Figure 1. Placed cells, one color a class.
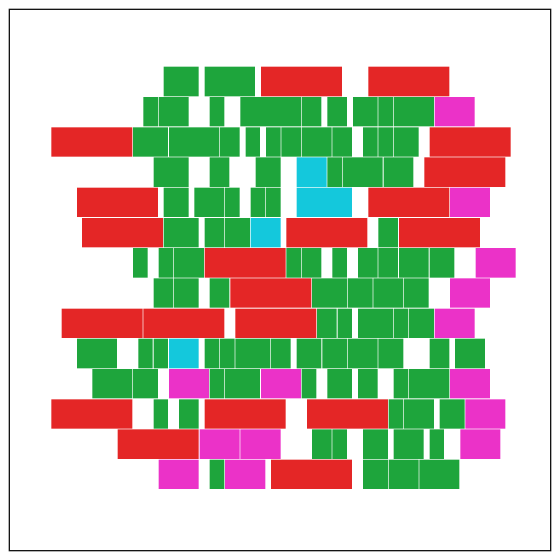
Figure 2. Routed metal per tile.
Scale bar: 10 µm. 10 x 10 tiles, from dark blue (low) to red (high), scaled to the fullest tile. Values are wire area over tile area, all layers added.
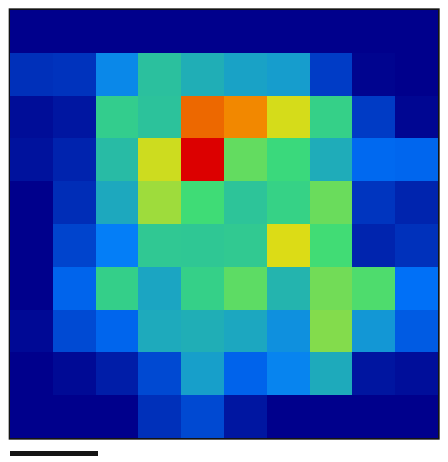
Figure 3. Sequential cells colored by netlist name.
Scale bar: 10 µm. Other sequential cells in the stronger gray, the rest of the logic in the fainter gray.
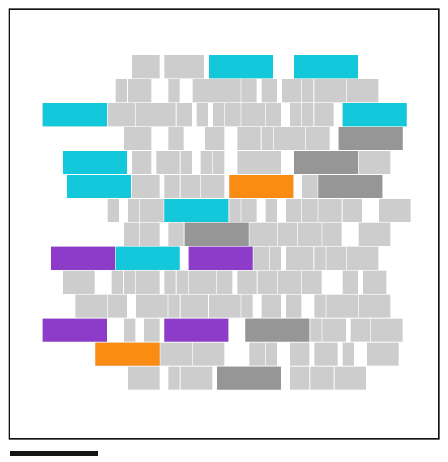
<file path="src/rtl/mux_sched_pkg.sv">
// Shared types and helpers for the round-robin mux scheduler.
//   state_t    : scheduler FSM states
//   N_REQ      : number of requesters (one per 4:1 mux input)
//   SEL_W      : width of the mux select {sel1,sel0}
//   idx_to_sel : requester index -> mux select encoding
package mux_sched_pkg;

    localparam int N_REQ = 4;
    localparam int SEL_W = 2;

    typedef enum logic [1:0] {
        IDLE = 2'd0,
        OWN  = 2'd1,
        GAP  = 2'd2
    } state_t;

    // Requester k drives mux input i(k+1), so the select is simply k.
    function automatic logic [SEL_W-1:0] idx_to_sel(input logic [SEL_W-1:0] idx);
        return idx;
    endfunction

endpackage

</file>
<file path="src/rtl/mux_rr_pick.sv">
// Rotating priority encoder: finds the first asserted request starting at
// (ptr+1) mod 4 and wrapping upward. Purely combinational.
//   req     [3:0] in  : request lines
//   ptr     [1:0] in  : index of the last owner
//   any_req       out : at least one request is high
//   pick    [1:0] out : chosen requester index (0 when any_req is low)
module mux_rr_pick
    import mux_sched_pkg::*;
(
    input  logic [N_REQ-1:0] req,
    input  logic [SEL_W-1:0] ptr,
    output logic             any_req,
    output logic [SEL_W-1:0] pick
);

    logic [SEL_W-1:0] idx;

    always_comb begin
        any_req = 1'b0;
        pick    = '0;
        idx     = '0;
        // Walk the ring from ptr+1; the first hit wins, later hits are ignored.
        for (int i = 0; i < N_REQ; i++) begin
            idx = ptr + SEL_W'(i + 1);
            if (!any_req && req[idx]) begin
                any_req = 1'b1;
                pick    = idx;
            end
        end
    end

endmodule

</file>
<file path="src/rtl/mux_rr_scheduler.sv">
// Round-robin owner of a shared 4:1 mux. Grants one requester at a time for
// at most HOLD_CYCLES cycles, then inserts a one-cycle gap before the next
// tenure so the select never changes while y_valid is high.
//   clk        in       : clock, rising edge
//   rst_n      in       : synchronous active-low reset
//   req  [3:0] in       : request lines, req[k] wants mux input i(k+1)
//   grant[3:0] out      : registered one-hot grant, 0000 when no owner
//   sel0/sel1  out      : registered mux select, {sel1,sel0} = owner index
//   y_valid    out      : mux output carries the owner's data
//   busy       out      : FSM is not idle
//   preempted  out      : one-cycle pulse in the gap after a tenure that
//                         expired while its owner was still requesting
module mux_rr_scheduler #(
    parameter int N_REQ       = 4,
    parameter int HOLD_CYCLES = 4,
    parameter int CNT_W       = 8
) (
    input  logic       clk,
    input  logic       rst_n,
    input  logic [3:0] req,
    output logic [3:0] grant,
    output logic       sel0,
    output logic       sel1,
    output logic       y_valid,
    output logic       busy,
    output logic       preempted
);

    import mux_sched_pkg::*;

    if (N_REQ != mux_sched_pkg::N_REQ || HOLD_CYCLES < 1 || HOLD_CYCLES > 255 ||
        (2 ** CNT_W) <= HOLD_CYCLES) begin : g_bad_param
        $error("mux_rr_scheduler: illegal parameter combination");
    end

    localparam logic [CNT_W-1:0] CNT_LAST = CNT_W'(HOLD_CYCLES - 1);

    state_t           state, state_n;
    logic [CNT_W-1:0] cnt, cnt_n;
    logic [SEL_W-1:0] ptr, ptr_n;
    logic [SEL_W-1:0] sel, sel_n;
    logic [3:0]       grant_n;
    logic             y_valid_n, pre_n;

    logic             any_req;
    logic [SEL_W-1:0] pick;

    mux_rr_pick u_pick (
        .req     (req),
        .ptr     (ptr),
        .any_req (any_req),
        .pick    (pick)
    );

    always_ff @(posedge clk) begin
        if (!rst_n) begin
            state     <= IDLE;
            cnt       <= '0;
            ptr       <= 2'd3;   // first pick after reset starts at requester 0
            sel       <= '0;
            grant     <= '0;
            y_valid   <= 1'b0;
            preempted <= 1'b0;
        end else begin
            state     <= state_n;
            cnt       <= cnt_n;
            ptr       <= ptr_n;
            sel       <= sel_n;
            grant     <= grant_n;
            y_valid   <= y_valid_n;
            preempted <= pre_n;
        end
    end

    // While in OWN, ptr holds the current owner index.
    always_comb begin
        state_n   = state;
        cnt_n     = cnt;
        ptr_n     = ptr;
        sel_n     = sel;       // select only moves when a new tenure starts
        grant_n   = grant;
        y_valid_n = y_valid;
        pre_n     = 1'b0;
        case (state)
            IDLE, GAP: begin
                grant_n   = '0;
                y_valid_n = 1'b0;
                state_n   = IDLE;
                if (any_req) begin
                    state_n   = OWN;
                    grant_n   = 4'b0001 << pick;
                    sel_n     = idx_to_sel(pick);
                    y_valid_n = 1'b1;
                    cnt_n     = '0;
                    ptr_n     = pick;
                end
            end
            OWN: begin
                // Release is checked first so it wins over a same-edge expiry.
                if (!req[ptr]) begin
                    state_n   = GAP;
                    grant_n   = '0;
                    y_valid_n = 1'b0;
                    cnt_n     = '0;
                end else if (cnt == CNT_LAST) begin
                    state_n   = GAP;
                    grant_n   = '0;
                    y_valid_n = 1'b0;
                    cnt_n     = '0;
                    pre_n     = 1'b1;
                end else begin
                    cnt_n = cnt + 1'b1;
                end
            end
            default: begin
                state_n   = IDLE;
                grant_n   = '0;
                y_valid_n = 1'b0;
            end
        endcase
    end

    assign sel0 = sel[0];
    assign sel1 = sel[1];
    assign busy = (state != IDLE);

endmodule

</file>
<file path="config.mk">
export PLATFORM = sky130hd
export DESIGN_NAME = mux_rr_scheduler
export DESIGN_NICKNAME = d
export VERILOG_FILES = /design/src/rtl/mux_sched_pkg.sv /design/src/rtl/mux_rr_pick.sv /design/src/rtl/mux_rr_scheduler.sv
export SDC_FILE = /design/constraint.sdc
export NUM_CORES = 1
export LEC_CHECK = 0
export CORE_MARGIN = 3
export CORE_UTILIZATION = 56
export CTS_CLUSTER_SIZE = 20
export DETAILED_ROUTE_END_ITERATION = 16
export PLACE_DENSITY = 0.93
export RECOVER_POWER = 50
export SYNTH_ARGS = -nofsm -noshare
export SYNTH_HDL_FRONTEND = slang
export SYNTH_SLANG_ARGS = --single-unit
</file>
<file path="constraint.sdc">
create_clock -name clk -period 4.25 [get_ports clk]
set_clock_uncertainty 0.2 [all_clocks]
set_input_delay 0.425 -clock clk [delete_from_list [all_inputs] [get_ports clk]]
set_output_delay 0.425 -clock clk [all_outputs]
set_load 0.05 [all_outputs]
</file>
==> impl_metrics.env <==
# flow metrics
export IMPL_path_cells="dlygate4sd3_1 > mux2i_1 > o22ai_1 > a31oi_1 > a311oi_2"
export IMPL_yosys_top_cells_area="dfxtp_1, nand2_1, a31oi_1, nand2b_1, nand3b_1"
export IMPL_seq_cells=20
export IMPL_hold_viol_final=0
export IMPL_dr_wl_met3_um=134
export IMPL_first_global_vias=861
export IMPL_synthArstFlopShare=0
export IMPL_crit_buf_inv=1
export IMPL_die_area_mm2=0.00236
export IMPL_firstDrtPassIters=4
export IMPL_sh_comb_area=0.481
export IMPL_max_freq_mhz=399
export IMPL_power_density_mw_per_mm2=356
export IMPL_synth_top_area_share=0.394
export IMPL_totalNegativeSetupSlack_ns=0
export IMPL_clock_sinks=20
export IMPL_required_ns=4.27
export IMPL_yosys_top_cells_count="dfxtp_1, nand2_1, nor2_1"
export IMPL_fillCellCount=127
export IMPL_grt_max_degree=17
export IMPL_synthAdderAreaFrac=0.0123
export IMPL_seq_area_frac=0.338
export IMPL_cts_buffer_depth=2
export IMPL_diodes=0
export IMPL_post_cts_buffers=0
export IMPL_cts_root_buf="clkbuf_4"
export IMPL_n_clock_buffer=4
export IMPL_ff2ff_path_depth=4
export IMPL_status="finished clean"
export IMPL_critical_path_top_delay_family="AND-OR/OR-AND gates"
export IMPL_cp_slowest_cell="o22ai_1"
export IMPL_buffers=14
export IMPL_die_x_um=48.6
export IMPL_synthFlopType="dfxtp_1"
export IMPL_crit_arrival_ns=2.53
export IMPL_clk_latency_ns=0.30
export IMPL_top_layer="met4"
export IMPL_fin_hold_ws_ns=0.274
export IMPL_yosys_warnings=0
export IMPL_via_per_inst=5.94
export IMPL_die_h_um=48.6
export IMPL_dr_wl_met2_um=1030
export IMPL_clk_pin_slew_ns=0.11
export IMPL_aoi_share=0.213
export IMPL_largest_cell_class="multi-input combinational cells"
export IMPL_bufAreaShareNonClock=0.118
export IMPL_r2r_start="state[0]"
export IMPL_holdBufCountCts=0
export IMPL_min_delay_start="sel[1]"
export IMPL_vias=933
export IMPL_finalMaxSlewViolations=0
export IMPL_slew_headroom=0.218
export IMPL_inv_count=2
export IMPL_totalWireLength_um=2160
export IMPL_tightestPinTransition_ns=1.17
export IMPL_ys_seq_share=0.394
export IMPL_final_nets=141
export IMPL_flop_area_um2=400
export IMPL_cp_max_fo=16
export IMPL_ios=15
export IMPL_layout_min_cycle_time_ns=2.50
export IMPL_enable_flop_cells=0
export IMPL_synthesis_area_mm2=0.00102
export IMPL_drv_cap=0
export IMPL_grt_usage=0.197
export IMPL_cp_start_kind="input pin"
export IMPL_ys_sh_xor=0
export IMPL_drt_met1_wl_um=986
export IMPL_crit_cells=5
export IMPL_yosys_stat_cells=120
export IMPL_synth_nets=127
export IMPL_ys_top_logic_family="simple AND/OR/NAND/NOR gates"
export IMPL_peakVddDrop_mv=0.276
export IMPL_fin_crit_sh=0.589
export IMPL_logic_gates=93
export IMPL_wl_per_cell_um=13.8
export IMPL_synth_top_cell_by_count="dfxtp_1"
export IMPL_p_leak_nw=0.417
export IMPL_overflow=0
export IMPL_globalplace_congestion=0.760
export IMPL_end_kind="register"
export IMPL_ys_types=38
export IMPL_area_growth_pct=16.5
export IMPL_max_stage_delay_ns=0.91
export IMPL_synthCells=120
export IMPL_ys_sh_simple=0.325
export IMPL_hold_class="register to register"
export IMPL_logic_area_um2=569
export IMPL_fp_util=0.630
export IMPL_grt_setup_unrepaired="no"
export IMPL_reg2reg_to="cnt[2]"
export IMPL_use_met2=0.321
export IMPL_yosys_area_mm2=0.00102
export IMPL_hold_depth=2
export IMPL_use_met3=0.0460
export IMPL_worstSetupPathType="input pin to register"
export IMPL_grt_pass1_wl_um=3830
export IMPL_layout_drive_gt1_share=0.0902
export IMPL_r2r_setup_slack_ns=1.76
export IMPL_ctsResizeCount=0
export IMPL_grt_antenna_before_repair=0
export IMPL_synth_area_leader_cell="dfxtp_1"
## Picture notes: Figure 1
magenta -> other buffers and delay cells  # cells 14, share of their area 12%
cyan -> clock drivers and dummy loads  # cells 4, share of their area 3.1%
green -> all other logic  # cells 95, share of their area 50%
red -> flops  # cells 20, share of their area 35%
core box area: 0.00161 mm²
post-route cell area: 0.00118 mm²

## Picture notes: Figure 2
tiles over half the peak = 15%
nearly empty tiles = 25%
emptiest ninth of the die = south-west
mean over tiles = 0.15
fullest tile = 0.58

## Picture notes: Figure 3
purple -> `grant`  # flops 4
orange -> `sel`  # flops 2
cyan -> `cnt`  # flops 8
not colored = 6

==> cells in the final DEF (no fill, tap or decap), types with 3 or more instances in the layout <==
cell type	instances
nand3b_1	5
dfxtp_1	20
a21oi_1	7
nor3_1	5
clkbuf_4	3
nor2_1	8
nand3_1	5
clkdlybuf4s50_1	5
nand2_1	19
nand2b_1	6
a31oi_1	6
dlygate4sd3_1	9
==> sequential cells by signal (all words and copies together), names as in the netlist <==
signal,flops
grant,4
ptr,2
state,2
sel,2
y_valid,1
cnt,8
preempted,1
==> stage by stage <==
step	instances	utilization	power, W	cell area (µm²)	setup slack, ns
5_1_grt	157	0.734	0.000440	1180	1.54
3_3_place_gp	153	0.718	0.000316	1160	1.87
3_5_place_dp	153	0.718	0.000319	1160	1.80
2_1_floorplan	120	-	0.000290	1020	2.49
6_report	157	0.734	0.000421	1180	1.75
4_1_cts	157	0.741	0.000426	1190	1.91
==> power by group <==
part	total [W]	internal (W)	switching, W	leakage, nW
clock	0.000110	0.0000522	0.0000582	0.0210
combinational	0.0000998	0.0000354	0.0000644	0.233
sequential	0.000211	0.000199	0.0000120	0.163
total	0.000421	0.000287	0.000135	0.417
==> worst max-delay path by stage <==
| stage | startpoint | endpoint | slack (ns) |
|---|---|---|---|
| 2_1_floorplan | req[0] | cnt[2] | 2.49 |
| 3_3_place_gp | req[3] | cnt[2] | 1.87 |
| 3_5_place_dp | req[3] | cnt[2] | 1.80 |
| 4_1_cts | state[0] | busy | 1.91 |
| 5_1_grt | state[0] | cnt[2] | 1.54 |
| 6_report | req[0] | cnt[2] | 1.75 |
==> kinds of logic after synthesis <==
kind of cell / after synthesis
muxes: 2
adders and majority gates: 1
AOI/OAI and AO/OA: 29
buffers and inverters: 7
DFF: 20
and+or+nand+nor: 61
Power figures rest on the tool's default switching activity, not on a simulated workload.
